$ cat src/rtl/lifo_stack_pkg.sv
// rtl/lifo_stack_pkg.sv - shared types and helpers for the LIFO stack
package lifo_stack_pkg;

  typedef enum logic [1:0] {
    OP_IDLE,
    OP_PUSH,
    OP_POP,
    OP_REPLACE
  } op_e;

  // Bit width needed to index/hold n values; never narrower than one bit.
  function automatic int clog2_w(input int n);
    return (n > 1) ? $clog2(n) : 1;
  endfunction

  // Requests that would overflow or underflow decode to OP_IDLE; the
  // error flags are raised separately by the caller.
  function automatic op_e decode_op(input logic push, input logic pop,
                                    input logic empty, input logic full);
    if (push && pop)
      return empty ? OP_PUSH : OP_REPLACE;
    else if (push)
      return full ? OP_IDLE : OP_PUSH;
    else if (pop)
      return empty ? OP_IDLE : OP_POP;
    else
      return OP_IDLE;
  endfunction

endpackage

$ cat src/rtl/lifo_stack_mem.sv
// rtl/lifo_stack_mem.sv - stack storage, one write port and two async read ports
module lifo_stack_mem #(
  parameter int DATA_WIDTH = 8,
  parameter int DEPTH      = 4,
  parameter int PTR_W      = 2
) (
  input  logic                  CLK,
  input  logic                  WR_EN,
  input  logic [PTR_W-1:0]      WR_ADDR,
  input  logic [DATA_WIDTH-1:0] WR_DATA,
  input  logic [PTR_W-1:0]      RD_ADDR_TOP,
  input  logic [PTR_W-1:0]      RD_ADDR_NEXT,
  output logic [DATA_WIDTH-1:0] RD_DATA_TOP,
  output logic [DATA_WIDTH-1:0] RD_DATA_NEXT
);

  logic [DATA_WIDTH-1:0] mem [DEPTH];

  // Contents are intentionally not reset; only occupied slots are ever read out.
  always_ff @(posedge CLK) begin
    if (WR_EN)
      mem[WR_ADDR] <= WR_DATA;
  end

  assign RD_DATA_TOP  = mem[RD_ADDR_TOP];
  assign RD_DATA_NEXT = mem[RD_ADDR_NEXT];

endmodule

$ cat src/rtl/lifo_stack.sv
// rtl/lifo_stack.sv - parametrised LIFO with peek, replace, thresholds and sticky errors
module lifo_stack
  import lifo_stack_pkg::*;
#(
  parameter int  DATA_WIDTH = 8,
  parameter int  DEPTH      = 4,
  parameter int  AF_THRESH  = DEPTH - 1,
  parameter int  AE_THRESH  = 1,
  localparam int PTR_W      = clog2_w(DEPTH),
  localparam int CNT_W      = clog2_w(DEPTH + 1)
) (
  input  logic                  CLK,
  input  logic                  RST_N,
  input  logic                  PUSH,
  input  logic                  POP,
  input  logic [DATA_WIDTH-1:0] DATA_IN,
  input  logic                  CLR_ERR,
  output logic [DATA_WIDTH-1:0] DATA_OUT,
  output logic                  DATA_VALID,
  output logic [DATA_WIDTH-1:0] TOP,
  output logic [CNT_W-1:0]      COUNT,
  output logic                  FULL,
  output logic                  EMPTY,
  output logic                  ALMOST_FULL,
  output logic                  ALMOST_EMPTY,
  output logic                  OVERFLOW,
  output logic                  UNDERFLOW
);

  localparam logic [CNT_W-1:0] DEPTH_C = CNT_W'(DEPTH);
  localparam logic [CNT_W-1:0] AF_C    = CNT_W'(AF_THRESH);
  localparam logic [CNT_W-1:0] AE_C    = CNT_W'(AE_THRESH);

  op_e                   op;
  logic                  ovf_evt;
  logic                  unf_evt;
  logic [CNT_W-1:0]      cnt_nxt;
  logic [PTR_W-1:0]      top_ptr;
  logic [PTR_W-1:0]      next_ptr;
  logic                  wr_en;
  logic [PTR_W-1:0]      wr_addr;
  logic [DATA_WIDTH-1:0] rd_top;
  logic [DATA_WIDTH-1:0] rd_next;

  // COUNT always mirrors FULL/EMPTY, so the registered flags drive the decode.
  assign op      = decode_op(PUSH, POP, EMPTY, FULL);
  assign ovf_evt = PUSH && !POP && FULL;
  assign unf_evt = POP && !PUSH && EMPTY;

  // Slot addresses wrap harmlessly when the stack is shallow; those reads are discarded.
  assign top_ptr  = PTR_W'(COUNT - CNT_W'(1));
  assign next_ptr = PTR_W'(COUNT - CNT_W'(2));

  assign wr_en   = RST_N && (op == OP_PUSH || op == OP_REPLACE);
  assign wr_addr = (op == OP_REPLACE) ? top_ptr : PTR_W'(COUNT);

  lifo_stack_mem #(
    .DATA_WIDTH (DATA_WIDTH),
    .DEPTH      (DEPTH),
    .PTR_W      (PTR_W)
  ) u_mem (
    .CLK          (CLK),
    .WR_EN        (wr_en),
    .WR_ADDR      (wr_addr),
    .WR_DATA      (DATA_IN),
    .RD_ADDR_TOP  (top_ptr),
    .RD_ADDR_NEXT (next_ptr),
    .RD_DATA_TOP  (rd_top),
    .RD_DATA_NEXT (rd_next)
  );

  // Next occupancy; replace and the error cases leave it unchanged.
  always_comb begin
    cnt_nxt = COUNT;
    case (op)
      OP_PUSH: cnt_nxt = COUNT + CNT_W'(1);
      OP_POP:  cnt_nxt = COUNT - CNT_W'(1);
      default: cnt_nxt = COUNT;
    endcase
  end

  // Occupancy, status flags, peek, popped data and sticky errors.
  always_ff @(posedge CLK) begin
    if (!RST_N) begin
      COUNT        <= '0;
      TOP          <= '0;
      DATA_OUT     <= '0;
      DATA_VALID   <= 1'b0;
      FULL         <= 1'b0;
      EMPTY        <= 1'b1;
      ALMOST_FULL  <= (AF_THRESH == 0);
      ALMOST_EMPTY <= 1'b1;
      OVERFLOW     <= 1'b0;
      UNDERFLOW    <= 1'b0;
    end else begin
      COUNT        <= cnt_nxt;
      FULL         <= (cnt_nxt == DEPTH_C);
      EMPTY        <= (cnt_nxt == '0);
      ALMOST_FULL  <= (cnt_nxt >= AF_C);
      ALMOST_EMPTY <= (cnt_nxt <= AE_C);
      DATA_VALID   <= 1'b0;
      case (op)
        OP_PUSH: TOP <= DATA_IN;
        OP_POP: begin
          DATA_OUT   <= rd_top;
          DATA_VALID <= 1'b1;
          TOP        <= (COUNT == CNT_W'(1)) ? '0 : rd_next;
        end
        OP_REPLACE: begin
          DATA_OUT   <= rd_top;
          DATA_VALID <= 1'b1;
          TOP        <= DATA_IN;
        end
        default: ;
      endcase
      if (ovf_evt)
        OVERFLOW <= 1'b1;
      else if (CLR_ERR)
        OVERFLOW <= 1'b0;
      if (unf_evt)
        UNDERFLOW <= 1'b1;
      else if (CLR_ERR)
        UNDERFLOW <= 1'b0;
    end
  end

endmodule

$ cat config.mk
export PLATFORM = sky130hd
export DESIGN_NAME = lifo_stack
export DESIGN_NICKNAME = d
export VERILOG_FILES = /design/src/rtl/lifo_stack_pkg.sv /design/src/rtl/lifo_stack_mem.sv /design/src/rtl/lifo_stack.sv
export SDC_FILE = /design/constraint.sdc
export NUM_CORES = 1
export LEC_CHECK = 0
export CAP_MARGIN = 10
export CORE_ASPECT_RATIO = 1.4
export CORE_MARGIN = 2
export CORE_UTILIZATION = 28
export DETAILED_ROUTE_END_ITERATION = 12
export GPL_ROUTABILITY_DRIVEN = 0
export GPL_TIMING_DRIVEN = 0
export PLACE_DENSITY = 0.48
export SLEW_MARGIN = 5
export SYNTH_ARGS = -nofsm -noshare
export SYNTH_HDL_FRONTEND = slang
export SYNTH_SLANG_ARGS = --single-unit
$ cat constraint.sdc
create_clock -name CLK -period 2.2 [get_ports CLK]
set_clock_uncertainty 0.05 [all_clocks]
set_input_delay 0.44 -clock CLK [delete_from_list [all_inputs] [get_ports CLK]]
set_output_delay 0.44 -clock CLK [all_outputs]
set_load 0.02 [all_outputs]
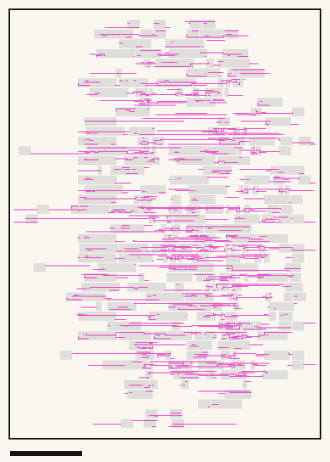
*Signal wires on met1, run 1*
Scale bar: 20 um.
The wires run mostly horizontal. The layer holds 40% of the routed length. The longest straight run is 34.5 um. 270 nets have wire on it.
final WL: 6960 um
vias: 1945
met1 usage: 0.162

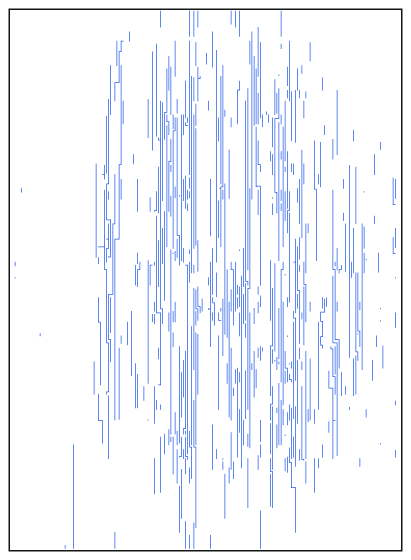
*The metal 2 layer, run 1*
The longest straight run is 46.9 um. The wires run mostly vertical.
met2 usage: 0.247

==> flow_summary.json, run 1 <==
{
  "ff_type": "edfxtp_1",
  "top_cell": "edfxtp_1",
  "yosysTopAreaCellShare": 0.360,
  "final_area_sq_um": 3720,
  "clkCellAreaFrac": 0.0773,
  "drt-initial-drc-count": 105,
  "max_stage_delay_ps": 470,
  "clock_power_mw": 1.34,
  "simple_gate_share": 0.132,
  "switching_share": 0.270,
  "worst_ep_required_time_ps": 2190,
  "fp.coreArea_sq_um": 9350,
  "cts.sink_count": 58,
  "vias_per_cell": 4.96,
  "cts_tree": "built",
  "max_cap_viol_count": 0,
  "pg_comb_mw": 0.797,
  "synth_area_per_cell_sq_um": 12.4,
  "r2r_cells": 10,
  "status": "finished clean",
  "hpwlAfterDp_um": 4720,
  "layout-drive-gt1-share": 0.223,
  "grt_usage": 0.144,
  "cts_root_buf": "clkbuf_16",
  "met2WireLength_um": 3780,
  "comb_cells": 132,
  "fp_nets": 236
}
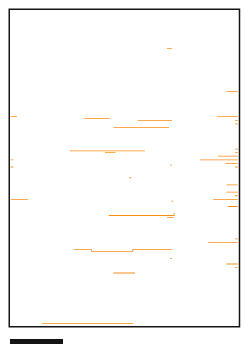
*Met3 routing, run 1*
Scale bar: 20 um.
32 nets have wire on it. The wires run mostly horizontal. The longest straight run is 34.3 um.
met3 GRT Util: 0.0426

--- run 2 (diff from run 1) ---
- CTS_CLUSTER_DIAMETER: unset -> 120
==> run 2 against run 1 <==
  * Sequential power hardly changed
  * Power unchanged
  * Worst hold slack unchanged
  * Non-clock buffer count unchanged
  * First-iteration DRC count unchanged
  * Cell count unchanged
  * Global-route usage is the same
  * Die area stayed put
  * Maximum frequency unchanged
  * Combinational power barely moved
  * Count of clock-buffer cells in the layout stayed put
  * Final area did not move
  * Critical path type unchanged
  * Critical endpoint unchanged
  * Largest cell class unchanged
==> flow_summary.json, run 2 <==
{
  "status": "finished clean",
  "final_area_sq_um": 3720,
  "clkCellAreaFrac": 0.0773,
  "hpwlAfterDp_um": 4720,
  "layout-drive-gt1-share": 0.223,
  "clock_power_mw": 1.34,
  "switching_share": 0.270,
  "drt-total-wl_um": 6960,
  "max_cap_viol_count": 0,
  "pg_comb_mw": 0.797,
  "yosysTopAreaCellShare": 0.360,
  "max_stage_delay_ps": 470,
  "cts.sink_count": 58,
  "use_met2": 0.247,
  "r2r_cells": 10,
  "met2WireLength_um": 3780,
  "cts_tree": "built",
  "simple_gate_share": 0.132,
  "grt_usage": 0.144,
  "cts_root_buf": "clkbuf_16",
  "met3_usage": 0.0426,
  "comb_cells": 132,
  "met1_usage": 0.162,
  "top_cell": "edfxtp_1",
  "ff_type": "edfxtp_1",
  "drt-initial-drc-count": 105
}
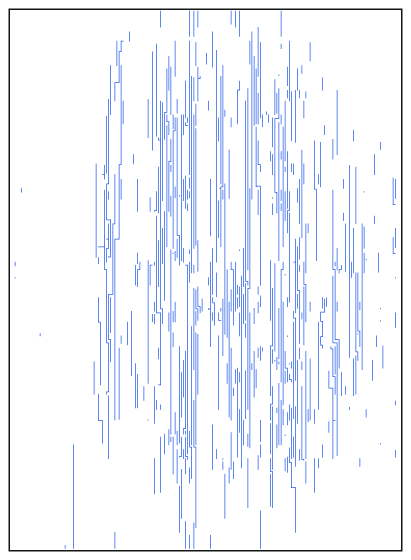
*The metal 2 layer, run 2*
The longest straight run is 46.9 um. The wires run mostly vertical. 256 nets have wire on it. The layer carries 3780 um of wire.

--- run 3 (diff from run 2) ---
- CAP_MARGIN: 10 -> 20
- MAX_ROUTING_LAYER: unset -> met4
==> run 3 against run 2 <==
  * Register-to-register slack is essentially flat
  * Non-clock buffer count stayed put
  * Sequential cell count unchanged
  * Synthesized area unchanged
  * Via count rose by 0.15%
  * Critical path type is now reg2reg
==> flow_summary.json, run 3 <==
{
  "yosysTopAreaCellShare": 0.360,
  "comb_cells": 132,
  "clkCellAreaFrac": 0.0774,
  "r2r_cells": 10,
  "switching_share": 0.271,
  "cts.sink_count": 58,
  "met1_usage": 0.162,
  "hold_violations": 0,
  "worstPathArrival_ps": 2090,
  "max_cap_viol_count": 0,
  "met3_usage": 0.0426,
  "layout-drive-gt1-share": 0.220,
  "top_cell": "edfxtp_1",
  "cts_tree": "built",
  "drt-initial-drc-count": 112,
  "cts_root_buf": "clkbuf_16",
  "use_met2": 0.247,
  "layoutNonFillerInstCount": 392,
  "busiest_layer": "met2",
  "worst-slew-pin-transition_ps": 633,
  "pg_comb_mw": 0.797,
  "simple_gate_share": 0.132,
  "drt-total-wl_um": 7000,
  "diodes": 0,
  "met2WireLength_um": 3740,
  "p_leak_nw": 1.44,
  "ff_type": "edfxtp_1",
  "status": "finished clean",
  "mux_share": 0.145,
  "max_stage_delay_ps": 380,
  "cts_buffers": 9,
  "hpwlAfterDp_um": 4720,
  "yosys.area_share.xor_xnor": 0,
  "grt_usage": 0.148
}
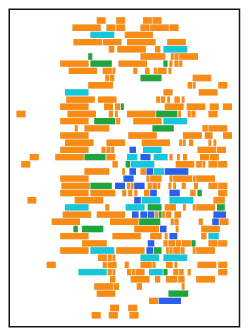
*Drive-strength map, run 3*
Key: drive 3 to 4 = blue [cells 21, share 7.4%]; drive 6 and up = cyan [cells 19, share 6.7%]; drive 1 or less = orange [cells 220, share 78%]; drive 2 = green [cells 22, share 7.8%]
area delta synth->final: 39.1%
setup ws final: 109 ps
bufs w/o clock: 63
Finished Cell Area: 3720 sq um

No activity file was given, so power comes from the tool's default toggle rates.
